==> images/m1.png <==
Bar = 20 um.
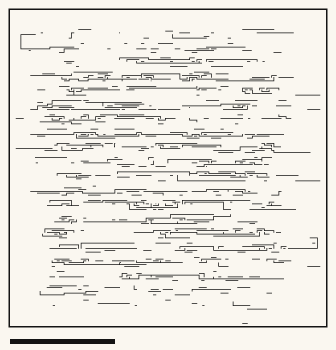
==> images/m2.png <==
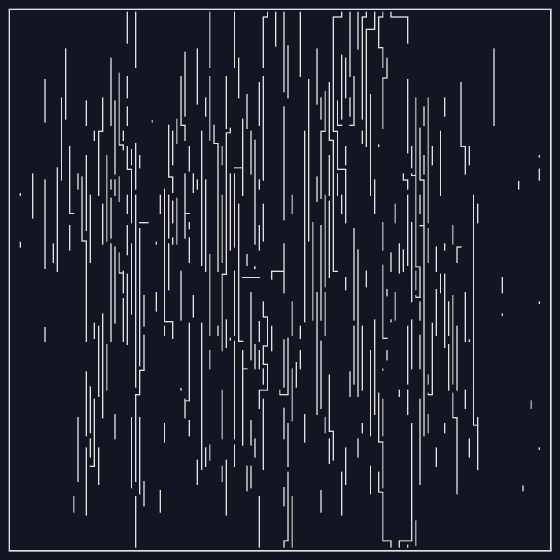
==> images/m3.png <==
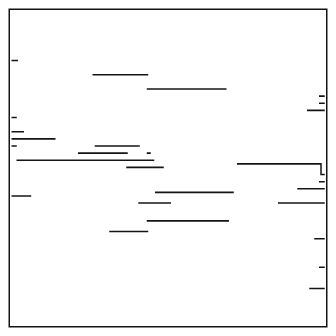
==> images/port_trees.png <==
Bar = 20 um.
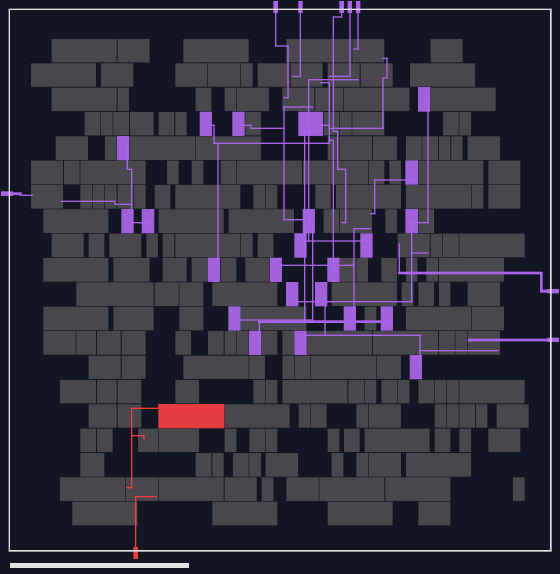
`src/rtl/interface_control.sv`:
```
// interface_control: frames three UART bytes (operation, data_a, data_b) into one registered command.
// Optional inter-byte timeout with frame_error pulse when INTERFACE_CONTROL_TIMEOUT_EN is defined.
module interface_control #(
    parameter int DATA_W         = 8,
    parameter int TIMEOUT_CYCLES = 1000
) (
    input  logic              clk,
    input  logic              reset,
    input  logic              rx_data_ready,
    input  logic [DATA_W-1:0] rx_data,
    output logic [DATA_W-1:0] operation,
    output logic [DATA_W-1:0] data_a,
    output logic [DATA_W-1:0] data_b,
    output logic              cmd_valid,
    output logic              busy,
    output logic              frame_error
);
    typedef enum logic [1:0] {IDLE, GOT_OP, GOT_A} state_t;

    state_t            state;
    logic              prev_ready;
    logic [DATA_W-1:0] op_sh;
    logic [DATA_W-1:0] a_sh;
    logic              accept;

    // a strobe held high for several cycles delivers only one byte
    assign accept = rx_data_ready & ~prev_ready;

`ifdef INTERFACE_CONTROL_TIMEOUT_EN
    localparam int CW = $clog2(TIMEOUT_CYCLES + 1);
    logic [CW-1:0] idle_cnt;
`else
    assign frame_error = 1'b0;
`endif

    always_ff @(posedge clk) begin
        if (reset) begin
            state      <= IDLE;
            prev_ready <= 1'b0;
            op_sh      <= '0;
            a_sh       <= '0;
            operation  <= '0;
            data_a     <= '0;
            data_b     <= '0;
            cmd_valid  <= 1'b0;
            busy       <= 1'b0;
`ifdef INTERFACE_CONTROL_TIMEOUT_EN
            idle_cnt    <= '0;
            frame_error <= 1'b0;
`endif
        end else begin
            prev_ready <= rx_data_ready;
            cmd_valid  <= 1'b0;
            case (state)
                IDLE: if (accept) begin
                    op_sh <= rx_data;
                    state <= GOT_OP;
                    busy  <= 1'b1;
                end
                GOT_OP: if (accept) begin
                    a_sh  <= rx_data;
                    state <= GOT_A;
                end
                GOT_A: if (accept) begin
                    operation <= op_sh;
                    data_a    <= a_sh;
                    data_b    <= rx_data;
                    cmd_valid <= 1'b1;
                    state     <= IDLE;
                    busy      <= 1'b0;
                end
                default: begin
                    state <= IDLE;
                    busy  <= 1'b0;
                end
            endcase
`ifdef INTERFACE_CONTROL_TIMEOUT_EN
            // an accept in the timeout cycle wins because it bypasses this branch
            frame_error <= 1'b0;
            if (state != IDLE && !accept) begin
                if (idle_cnt == CW'(TIMEOUT_CYCLES - 1)) begin
                    state       <= IDLE;
                    busy        <= 1'b0;
                    op_sh       <= '0;
                    a_sh        <= '0;
                    idle_cnt    <= '0;
                    frame_error <= 1'b1;
                end else begin
                    idle_cnt <= idle_cnt + 1'b1;
                end
            end else begin
                idle_cnt <= '0;
            end
`endif
        end
    end
endmodule

```
`config.mk`:
```
export PLATFORM = sky130hd
export DESIGN_NAME = interface_control
export DESIGN_NICKNAME = d
export VERILOG_FILES = /design/src/rtl/interface_control.sv
export SDC_FILE = /design/constraint.sdc
export NUM_CORES = 1
export LEC_CHECK = 0
export CORE_MARGIN = 2
export CORE_UTILIZATION = 52
export DETAILED_ROUTE_END_ITERATION = 6
export GPL_ROUTABILITY_DRIVEN = 0
export HOLD_SLACK_MARGIN = 0.1
export PLACE_DENSITY_LB_ADDON = 0.15
export SYNTH_ARGS = -nofsm -noshare
export SYNTH_HDL_FRONTEND = slang
export SYNTH_SLANG_ARGS = --single-unit
```
`constraint.sdc`:
```
create_clock -name clk -period 2 [get_ports clk]
set_input_delay 0.6 -clock clk [delete_from_list [all_inputs] [get_ports clk]]
set_output_delay 0.6 -clock clk [all_outputs]
set_load 0.005 [all_outputs]
```
==> results_slide.txt <==
Physical Implementation Snapshot

Outcome
  • Outcome: finished clean

Placement
  • Estimated wirelength of the detail-placed design: 2.39 mm
  • Cell area after placement: 2050 um2
  • Post-Place Setup Slack: -55.0 ps
  • Number of cells in the design after placement: 271

Synthesis
  • Yosys stat chip area: 1650 um2
  • Synth top cell by count: sky130_fd_sc_hd__nand2_1
  • Cell type with the highest aggregate area in the netlist: sky130_fd_sc_hd__dfxtp_1
  • Flip-flop and latch count after synthesis: 45
  • Main synth FF type: sky130_fd_sc_hd__dfxtp_1
  • Async set-reset flop share out of synthesis: 0%
  • Summed instance area of the synthesized netlist: 1650 um2
  • Synth warnings: 0
  • Average size of a mapped cell: 8.28 um2
  • Number of nets at floorplan: 210
  • Synth Seq Share: 54.7%
  • Cells after Synth: 199
  • Cells in synth_stat.txt: 199
  • Area share of the leading cell type in the synthesized netlist: 54.7%
  • Top cells by count: sky130_fd_sc_hd__nand2_1, sky130_fd_sc_hd__dfxtp_1, sky130_fd_sc_hd__a21oi_1
  • Tally of unique sky130hd cells used after synthesis: 20

Finish
  • Most used logic cell in the final layout: sky130_fd_sc_hd__nand2_1
  • Dominant logic cell types in the final layout: sky130_fd_sc_hd__nand2_1, sky130_fd_sc_hd__dfxtp_1, sky130_fd_sc_hd__a21oi_1
  • Number of antenna diodes: 0
  • Filler instances: 254
  • Area growth from synthesis to final layout: 27.4%
  • Number of cells in the finished layout apart from fillers: 279
  • Post-route cell area: 2100 um2

Clocking
  • Deepest clock path buffer count: 2
  • Post-CTS setup buffers: 0
  • Hold bufs inserted after CTS: 0
  • Clock tree from TritonCTS: yes
  • Number of buffers created by CTS: 5
  • CTS-repair resized insts: 0
  • Clock root buffer master: sky130_fd_sc_hd__clkbuf_4
  • Clock-pin slew of the registers on the worst-case setup and hold paths: 120 ps
  • Clock net sink count: 45

Power and ir drop
  • Pwr per Cell Area: 715 nW/um2
  • Worst-case vdd ir drop: 383 uV

Die
  • Starting density of the core: 54.4%
  • Die outline area: 3640 um2
  • Die Span X: 60.3 um
  • CORE AREA: 3030 um2
  • Standard-cell row count: 20
  • Vertical die size: 60.3 um

Timing
  • Ratio of final minimum period to clock period: 91.8%
  • Final setup viols: 0
  • Setup repair after global routing missed its margin: no
  • Final count of hold timing violations: 0
  • PnR worst setup slack: 163 ps
  • Maximum operating frequency: 0.544 GHz
  • Setup clock skew after layout: 11.2 ps
  • Final Critical Period: 1840 ps
  • Final count of pins violating max slew: 0

Drt
  • Router iterations before antenna repair: 4
  • Post-detailed-route count of antenna-violating nets: 0
  • Routed metal-1 wire length: 1.48 mm
  • DRC violation count after routing: 0
  • Via count normalized by instance count: 5.03
  • Met2 WL post-DR: 1.72 mm
  • Post-DR wirelength/cell: 12.3 um
  • Uppermost layer routed: met4

Setup path
  • Launching element type of the critical path: register
  • Sort of element at the end of the critical path: output pin
  • Peak per-stage delay on the critical path: 510 ps
  • Highest net fanout along the worst path: 3
  • Critical path buffer and inverter count: 1
  • CP required: 1400 ps
  • Cell Chain, Critical Path: clkdlybuf4s50_1
  • Top delay family on crit path: buffers and inverters
  • Crit path DAT: 1240 ps

Job
  • OpenROAD warnings: 26

Min path
  • Hold Crit Class: register to register

GRT
  • Sum of overflow across all layers after global routing: 0
  • Wire length of the first global-routing pass: 5.64 mm
  • GR Layer Usage met1: 24.7%
  • Initial antenna violation count: 0
Notes on m1.png above:
main direction: horizontal
wire length on this layer: 1,480 um

Notes on m2.png above:
main direction: vertical
wire length on this layer: 1,720 um
nets with wire on the layer: 204
longest straight run: 28.6 um
share of all routed wire: 50%
fraction of met2 tracks used by global routing: 36.6%
total detailed-routing wirelength: 3.43 mm

Notes on m3.png above:
nets with wire on the layer: 21
main direction: horizontal
longest straight run: 26.0 um
via count: 1,403
grt met3 use: 6.93%

Notes on port_trees.png above:
[busy] red | bits: 1 | direction: output | end cells: 1 | buffers: 1 | wire: 29.1 um
[rx_data] purple | bits: 8 | direction: input | end cells: 24 | buffers: 8 | wire: 399 um
Boundary Pins: 38
count of buffers inserted at the top-level ports: 36

[tightest hold or removal path, delay by kind of cell (launching register included)]
| kind | cells | cell delay [ps] |
|---|---|---|
| AOI/OAI and AO/OA | 1 | 50 |
| and+or+nand+nor | 1 | 50 |
| DFF | 1 | 330 |
[metrics by stage]
stage	setup TNS, ps	power (mW)	util [%]
6_report	0	1.50	69.3
5_1_grt	0	1.57	69.3
4_1_cts	0	1.50	69.3
3_5_place_dp	-333	1.10	67.6
3_3_place_gp	0	1.10	67.6
2_1_floorplan	0	1.05	-
[registers in the layout, summed over array words and instances (netlist names)]
| register | count |
|---|---|
| a_sh | 8 |
| cmd_valid | 1 |
| state | 2 |
| busy | 1 |
| operation | 8 |
| data_b | 8 |
| op_sh | 8 |
| prev_ready | 1 |
| data_a | 8 |
[cell type report]
class                           count  area, um2  area share, %
Clock buffer                        6       41.3           1.97
Clock inverter                      2       10.0          0.477
Tap cell                           44       55.1           2.62
Timing Repair Buffer               45        440           21.0
Sequential cell                    45        901           42.9
Multi-Input combinational cell    137        652           31.0
[where the power goes]
part / internal (mW) / switching [mW]
Combinational: 0.0697 / 0.0689
Clock: 0.134 / 0.281
Sequential: 0.923 / 0.0231
Total: 1.13 / 0.373
[worst paths after layout]
check	start	endpoint	slack [ps]	cells past startpoint
min reg2reg	operation[0]	operation[0]	460	2
max reg2reg	state[0]	op_sh[6]	540	3
min	operation[0]	operation[0]	460	2
max	busy	busy	160	1
[logic make-up after synthesis]
| logic type | after synthesis | share of synthesized area, % |
|---|---|---|
| buffers and inverters | 17 | 5.77 |
| other | 1 | 0.228 |
| AND/OR/NAND/NOR | 93 | 25.6 |
| flip-flops | 45 | 54.7 |
| XOR/XNOR | 1 | 0.532 |
| AND-OR/OR-AND | 42 | 13.2 |
Power figures rest on the tool's default switching activity, not on a simulated workload.
